$ cat src/rtl/int_sched.sv
// 8051 interrupt scheduler: polls source flags at instruction boundaries, applies IE/IP rules,
// holds a vectored request until ACK and tracks in-service priority levels for nesting.
module int_sched #(
  parameter int unsigned NSRC  = 5,
  parameter logic [7:0]  VBASE = 8'h03
) (
  input  logic            CLK,
  input  logic            RESET_N,
  input  logic [NSRC-1:0] SRC_FLAG,
  input  logic [7:0]      IE,
  input  logic [NSRC-1:0] IP,
  input  logic [1:0]      IT,
  input  logic            INSTR_END,
  input  logic            INHIBIT,
  input  logic            ACK,
  input  logic            RETI,
  output logic            INT_REQ,
  output logic [7:0]      INT_VECT,
  output logic [2:0]      INT_IDX,
  output logic [1:0]      INT_LEVEL,
  output logic [NSRC-1:0] CLR_FLAG
);

  typedef enum logic [0:0] {StIdle, StPend} state_e;

  state_e          state_q, state_d;
  logic [2:0]      idx_q, idx_d;
  logic [7:0]      vect_q, vect_d;
  logic            hi_q, hi_d;
  logic [1:0]      level_q, level_d;
  logic [NSRC-1:0] clr_q, clr_d;
  logic            post_reti_q, post_reti_d;

  logic [NSRC-1:0] elig, hi_ok, lo_ok, cand;
  logic            win_found, win_hi, poll_en, ack_take;
  logic [2:0]      win_idx;
  logic            unused_ie;

  assign unused_ie = ^IE[6:NSRC];

  // Winner selection: any allowed high source beats low; lowest index within a level.
  always_comb begin
    elig      = SRC_FLAG & IE[NSRC-1:0] & {NSRC{IE[7]}};
    hi_ok     = elig & IP & {NSRC{~level_q[1]}};
    lo_ok     = elig & ~IP & {NSRC{level_q == 2'b00}};
    win_hi    = |hi_ok;
    cand      = win_hi ? hi_ok : lo_ok;
    win_found = |cand;
    win_idx   = '0;
    for (int i = NSRC - 1; i >= 0; i--) begin
      if (cand[i]) win_idx = 3'(i);
    end
  end

  assign poll_en  = (state_q == StIdle) && INSTR_END && !INHIBIT && !post_reti_q;
  assign ack_take = (state_q == StPend) && ACK;

  always_ff @(posedge CLK or negedge RESET_N) begin
    if (!RESET_N) begin
      state_q     <= StIdle;
      idx_q       <= '0;
      vect_q      <= VBASE;
      hi_q        <= 1'b0;
      level_q     <= 2'b00;
      clr_q       <= '0;
      post_reti_q <= 1'b0;
    end else begin
      state_q     <= state_d;
      idx_q       <= idx_d;
      vect_q      <= vect_d;
      hi_q        <= hi_d;
      level_q     <= level_d;
      clr_q       <= clr_d;
      post_reti_q <= post_reti_d;
    end
  end

  always_comb begin
    state_d = state_q;
    unique case (state_q)
      StIdle:  if (poll_en && win_found) state_d = StPend;
      StPend:  if (ACK) state_d = StIdle;
      default: state_d = StIdle;
    endcase
  end

  always_comb begin
    idx_d       = idx_q;
    vect_d      = vect_q;
    hi_d        = hi_q;
    level_d     = level_q;
    clr_d       = '0;
    post_reti_d = post_reti_q;

    if (poll_en && win_found) begin
      idx_d  = win_idx;
      vect_d = VBASE + {2'b00, win_idx, 3'b000};
      hi_d   = win_hi;
    end

    // RETI clears the old level first so a same-cycle ACK sets on top of it.
    if (RETI) begin
      if (level_q[1])      level_d[1] = 1'b0;
      else if (level_q[0]) level_d[0] = 1'b0;
    end

    if (ack_take) begin
      if (hi_q) level_d[1] = 1'b1;
      else      level_d[0] = 1'b1;
      case (idx_q)
        3'd0:    clr_d[0] = IT[0];
        3'd1:    clr_d[1] = 1'b1;
        3'd2:    clr_d[2] = IT[1];
        3'd3:    clr_d[3] = 1'b1;
        default: clr_d    = '0;
      endcase
    end

    if (RETI)           post_reti_d = 1'b1;
    else if (INSTR_END) post_reti_d = 1'b0;
  end

  always_comb begin
    INT_REQ = (state_q == StPend);
  end

  assign INT_IDX   = idx_q;
  assign INT_VECT  = vect_q;
  assign INT_LEVEL = level_q;
  assign CLR_FLAG  = clr_q;

endmodule

$ cat config.mk
export PLATFORM = sky130hd
export DESIGN_NAME = int_sched
export DESIGN_NICKNAME = d
export VERILOG_FILES = /design/src/rtl/int_sched.sv
export SDC_FILE = /design/constraint.sdc
export NUM_CORES = 1
export LEC_CHECK = 0
export CAP_MARGIN = 20
export CORE_MARGIN = 3
export CORE_UTILIZATION = 40
export CTS_CLUSTER_DIAMETER = 30
export CTS_CLUSTER_SIZE = 28
export DETAILED_ROUTE_END_ITERATION = 8
export GPL_ROUTABILITY_DRIVEN = 0
export PLACE_DENSITY = 0.94
export RECOVER_POWER = 100
export SYNTH_ARGS = -nofsm -noshare
export SYNTH_HDL_FRONTEND = slang
export SYNTH_SLANG_ARGS = --single-unit
$ cat constraint.sdc
create_clock -name CLK -period 5.5 [get_ports CLK]
set_clock_uncertainty 0.2 [all_clocks]
set_input_delay 0.825 -clock CLK [delete_from_list [all_inputs] [get_ports CLK]]
set_output_delay 0.825 -clock CLK [all_outputs]
set_load 0.03 [all_outputs]
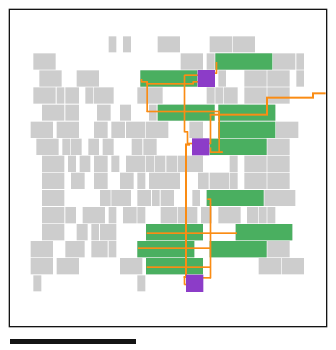
**Above:** run 1 (clock distribution).
Scale bar: 20 um.
legend:
  green:
    item: flip-flops
    count: 12
  orange:
    item: clock wires
    length: 161 um
  purple:
    item: cells driving clock nets
    count: 3
routed clock nets: 4

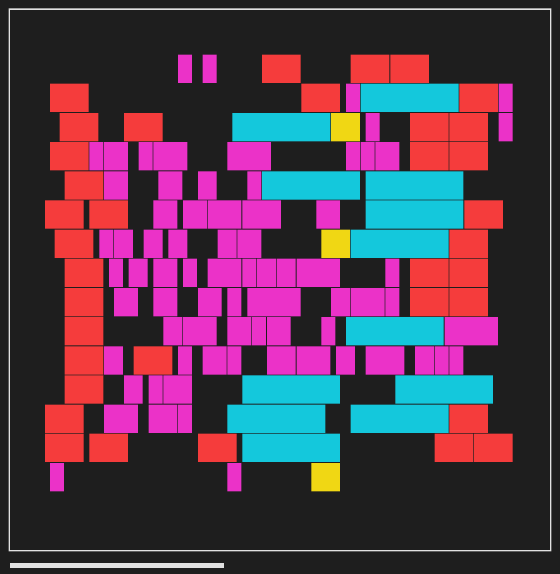
**Above:** run 1 (cell classes on the final placement).
Scale bar: 20 um.
legend:
  red:
    class: other buffers and delay cells
    cells: 36
    share_of_their_area: 33%
  cyan:
    class: flip-flops
    cells: 12
    share_of_their_area: 27%
  magenta:
    class: all other logic
    cells: 73
    share_of_their_area: 38%
  yellow:
    class: cells driving clock nets
    cells: 3
    share_of_their_area: 2.0%

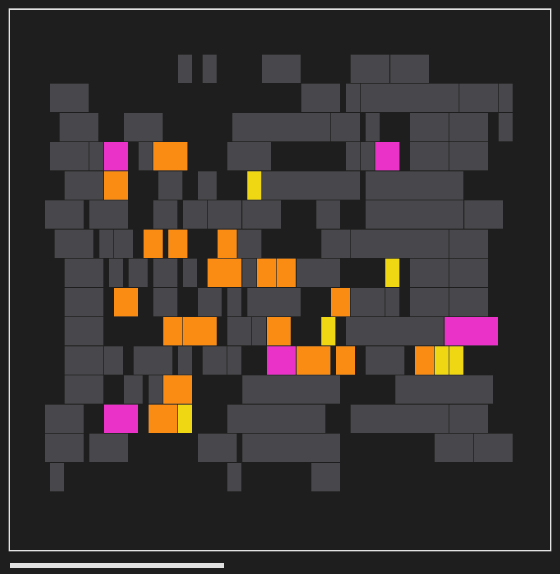
**Above:** run 1 (gate families picked out).
Scale bar: 20 um.
legend:
  orange:
    family: inverting AOI/OAI gates
    cells: 18
  magenta:
    family: AND and OR gates
    cells: 5
  yellow:
    family: inverters
    cells: 6

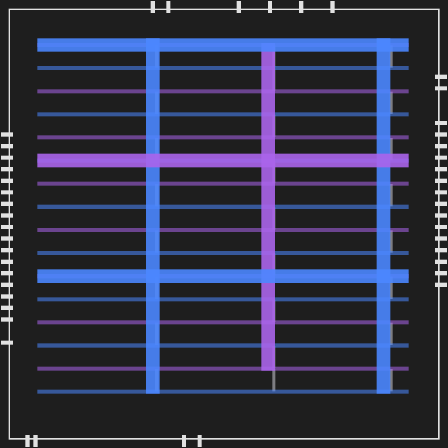
**Above:** run 1 (supply network).
Pins as bars on the die edge. Tap cells in grey.
legend:
  purple:
    net: VDD
  blue:
    net: VSS
signal pins: 45
met4 straps: 3
rows: 15
met5 straps: 3
tap cells: 25

==> metrics.cfg, run 1 <==
[power]
p_leak_uw = 0.000531
p_clk_uw = 51.7
power.total_uw = 240
p_switching_uw = 81.3
p_comb_uw = 83.7
seq-power_uw = 105

[place]
dpl_cell_area_sq_um = 1120
portBuffers = 36
dpl_worst_slack_ps = 2590

[hold_path]
hold_end = INT_LEVEL[0]
hp-start = hi_q

[floorplan]
pin_count = 45
fp_util = 0.441
fp.dieW_um = 50.4
fp.dieH_um = 50.4
coreArea_sq_um = 1780
num_rows = 15
die_area_sq_um = 2540

[route]
via_per_inst = 5.13
finalWirelength_mm = 1.92

[worst_setup_path]
r2r-start = INT_REQ
cp_max_fo = 5
r2r_slack_ps = 3370

[layout]
fin_nets = 152
layoutNonFillerInstCount = 149
postLayoutCoreUtil = 0.638
logic_area_sq_um = 400

[clock_tree]
ctsResizeCount = 0
cts_buffer_depth = 2
cts_buffers = 3

[final_timing]
rsz0062_at_grt = false
whs_ps = 299
fmax_ghz = 0.371
fin_tns_setup_ps = 0
hold_viol_final = 0
setup_slack_ps = 2810

[grt]
grt_antenna_before_repair = 0
grt_pass1_wl_mm = 3.22
grt_max_degree = 13

[job]
cap_viol_max_count = 0

[run_status]
run_status = completed

[logic_synthesis]
yosysTopAreaCell = dfrtp_1
synth_area_sq_um = 787
numSynthFlops = 12

## run 1: critical path, stage by stage
cell             delay, ps
clkdlybuf4s50_1        490
or4b_4                 500
nand2b_4               190
o41ai_1                350
nand2b_1                90
a31o_1                 210
## run 1: flip-flops by register name, summed over array words and instances (netlist names)
| name | cells |
|---|---|
| CLR_FLAG | 4 |
| INT_IDX | 3 |
| INT_LEVEL | 2 |
| INT_REQ | 1 |
| hi_q | 1 |
| post_reti_q | 1 |
## run 1: cell usage after synthesis, drive strengths merged (2+ instances only)
cell type and number:
a21oi 4, and3 2, buf 9, conb 2
dfrtp 12, inv 6, nand2 10, nand2b 4
nand3 4, nand4 2, nor2 6, nor2b 2
nor4 3, o21ai 5, o22ai 2
## run 1: how the worst max path moves through the flow
stage / start / end / cells after the start
floorplan: INHIBIT / INT_IDX[1] / 5
global placement: INSTR_END / INT_IDX[1] / 6
detailed placement: INSTR_END / INT_IDX[1] / 6
CTS: INSTR_END / INT_IDX[1] / 6
global route: IP[1] / INT_IDX[0] / 6
finish: INSTR_END / INT_IDX[1] / 6
## run 1: per-layer routing
layer  vias up  GRT usage  part of all wire
li1        379          -                 -
met1       336      0.171              0.40
met2        45      0.300              0.47
met3         4     0.0415              0.10
met4         0     0.0942             0.019
met5         -          0                 0
## run 1: cells by family (layout without fill, tap and decap cells)
group,after synthesis,count (layout),synth area share
multiplexers,1,1,0.0143
AND/OR/NAND/NOR,38,38,0.272
other,2,6,0.00954
AND-OR/OR-AND,22,22,0.204
buffers and inverters,16,45,0.119
flip-flops,12,12,0.382
## run 1: area by class of cell
cell class | instances | area share
flip-flops and latches | 12 | 0.264
well taps | 25 | 0.0275
repair buffers | 36 | 0.317
clock buffers | 3 | 0.0198
inverters | 6 | 0.0198
multi-input cells | 67 | 0.352
==> run 2, diff against run 1 <==
--- a/config.mk
+++ b/config.mk
@@ -7,12 +7,12 @@
 export LEC_CHECK = 0
 export CAP_MARGIN = 20
 export CORE_MARGIN = 3
-export CORE_UTILIZATION = 40
+export CORE_UTILIZATION = 37
 export CTS_CLUSTER_DIAMETER = 30
 export CTS_CLUSTER_SIZE = 28
 export DETAILED_ROUTE_END_ITERATION = 8
 export GPL_ROUTABILITY_DRIVEN = 0
-export PLACE_DENSITY = 0.94
+export PLACE_DENSITY = 0.88
 export RECOVER_POWER = 100
 export SYNTH_ARGS = -nofsm -noshare
 export SYNTH_HDL_FRONTEND = slang
==> constraint.sdc (replaced) <==
create_clock -name CLK -period 2.8 [get_ports CLK]
set_clock_uncertainty 0.2 [all_clocks]
set_input_delay 0.42 -clock CLK [delete_from_list [all_inputs] [get_ports CLK]]
set_output_delay 0.42 -clock CLK [all_outputs]
set_load 0.03 [all_outputs]
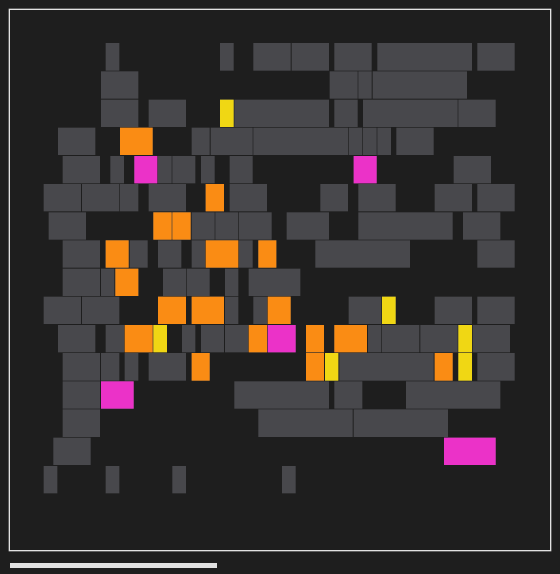
**Above:** run 2 (gate families picked out).
Scale bar: 20 um.
legend:
  magenta:
    family: AND and OR gates
    cells: 5
  yellow:
    family: inverters
    cells: 6
  orange:
    family: inverting AOI/OAI gates
    cells: 18
most numerous logic cell after layout: clkdlybuf4s50_1
logic share of the area: 0.351
number of non-filler instances in the completed layout: 151

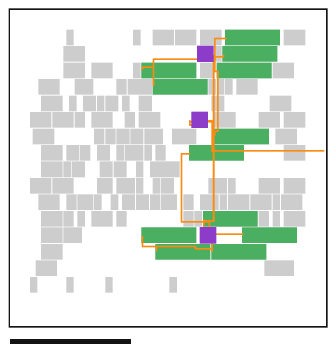
**Above:** run 2 (clock distribution).
Scale bar: 20 um.
legend:
  green:
    item: flip-flops
    count: 12
  purple:
    item: cells driving clock nets
    count: 3
  orange:
    item: clock wires
    length: 145 um
routed clock nets: 4
clock power share: 0.218
clock group total power: 103 uW
Latency at later pin: 270 ps

==> metrics.cfg, run 2 <==
[place]
dpl_worst_slack_ps = 266  ; -2330 ps
dpl_cell_area_sq_um = 1120  ; +0.22%

[floorplan]
die_area_sq_um = 2720  ; +7.1%
coreArea_sq_um = 1980  ; +11%
num_rows = 16  ; +1
pin_count = 45  ; unchanged
fp.dieW_um = 52.1  ; +3.5%
fp_util = 0.397  ; -0.0443

[final_timing]
fin_tns_setup_ps = 0  ; unchanged
whs_ps = 281  ; -18.5 ps
setup_slack_ps = 454  ; -2350 ps
hold_viol_final = 0  ; unchanged
rsz0062_at_grt = false
fmax_ghz = 0.426

[route]
finalWirelength_mm = 1.86  ; -3.2%
via_per_inst = 5.12  ; -0.16%

[clock_tree]
cts_buffer_depth = 2  ; unchanged
ctsResizeCount = 0  ; unchanged
cts_buffers = 3  ; unchanged

[worst_setup_path]
cp_max_fo = 5  ; unchanged

[job]
cap_viol_max_count = 0  ; unchanged

[logic_synthesis]
synthTopCellsByCount = dfrtp_1, nand2_1, buf_4
yosysMostFrequentCell = dfrtp_1
synth_area_sq_um = 787  ; unchanged
numSynthFlops = 12  ; unchanged

[power]
p_switching_uw = 160  ; +97%

[layout]
postLayoutCoreUtil = 0.575  ; -0.0628
largest_reg_flops = 4  ; unchanged

[run_status]
run_status = completed

[grt]
grt_max_degree = 13  ; unchanged
grt_antenna_before_repair = 0  ; unchanged

==> run 2: cell counts after synthesis <==
No cell type changed its count.
==> run 2: cell type report <==
type / count / share of cell area
multi-input combinational: 67 / 0.351
timing repair buffer: 36 / 0.316
sequential: 12 / 0.263
tap: 27 / 0.0296
clock buffer: 3 / 0.0198
inverter: 6 / 0.0198
==> run 2: routing by layer <==
layer / part of all wire / GRT usage / vias up
met5: 0 / 0 / -
met2: 0.45 / 0.249 / 43
met1: 0.42 / 0.156 / 347
met3: 0.11 / 0.0401 / 3
met4: 0.015 / 0.0524 / 0
li1: - / - / 380
==> run 2: kinds of logic (layout without fill, tap and decap cells) <==
| logic type | Yosys count | count (layout) | share of synthesized area |
|---|---|---|---|
| AND-OR/OR-AND | 22 | 22 | 0.204 |
| multiplexers | 1 | 1 | 0.0143 |
| AND/OR/NAND/NOR | 38 | 38 | 0.272 |
| flip-flops | 12 | 12 | 0.382 |
| other | 2 | 6 | 0.00954 |
| buffers and inverters | 16 | 45 | 0.119 |
==> run 2: path summary, 6_finish.rpt <==
check,startpoint,to,slack [ps],depth (start not counted)
worst max-delay path,INHIBIT,INT_IDX[1],450,6
worst min-delay path,hi_q,INT_LEVEL[0],280,1
worst max register to register,INT_REQ,INT_IDX[1],580,5
worst min register to register,hi_q,INT_LEVEL[0],280,1
max in group asynchronous,RESET_N,INT_IDX[2],1700,1
min in group asynchronous,RESET_N,INT_IDX[0],360,1
==> run 2: worst max-delay path, stage by stage <==
cell	delay [ps]
clkdlybuf4s50_1	410
or4b_4	550
nand2b_4	190
o41ai_1	420
nand2b_1	100
a31o_1	210
==> run 2: power groups by stage <==
stage               combinational [uW]  clock [uW]  sequential (uW)
floorplan                         88.4           0              225
global placement                   169           0              208
detailed placement                 172           0              209
CTS                                172         103              206
global route                       178         111              207
finish                             165         103              205
No activity file was given, so power comes from the tool's default toggle rates.
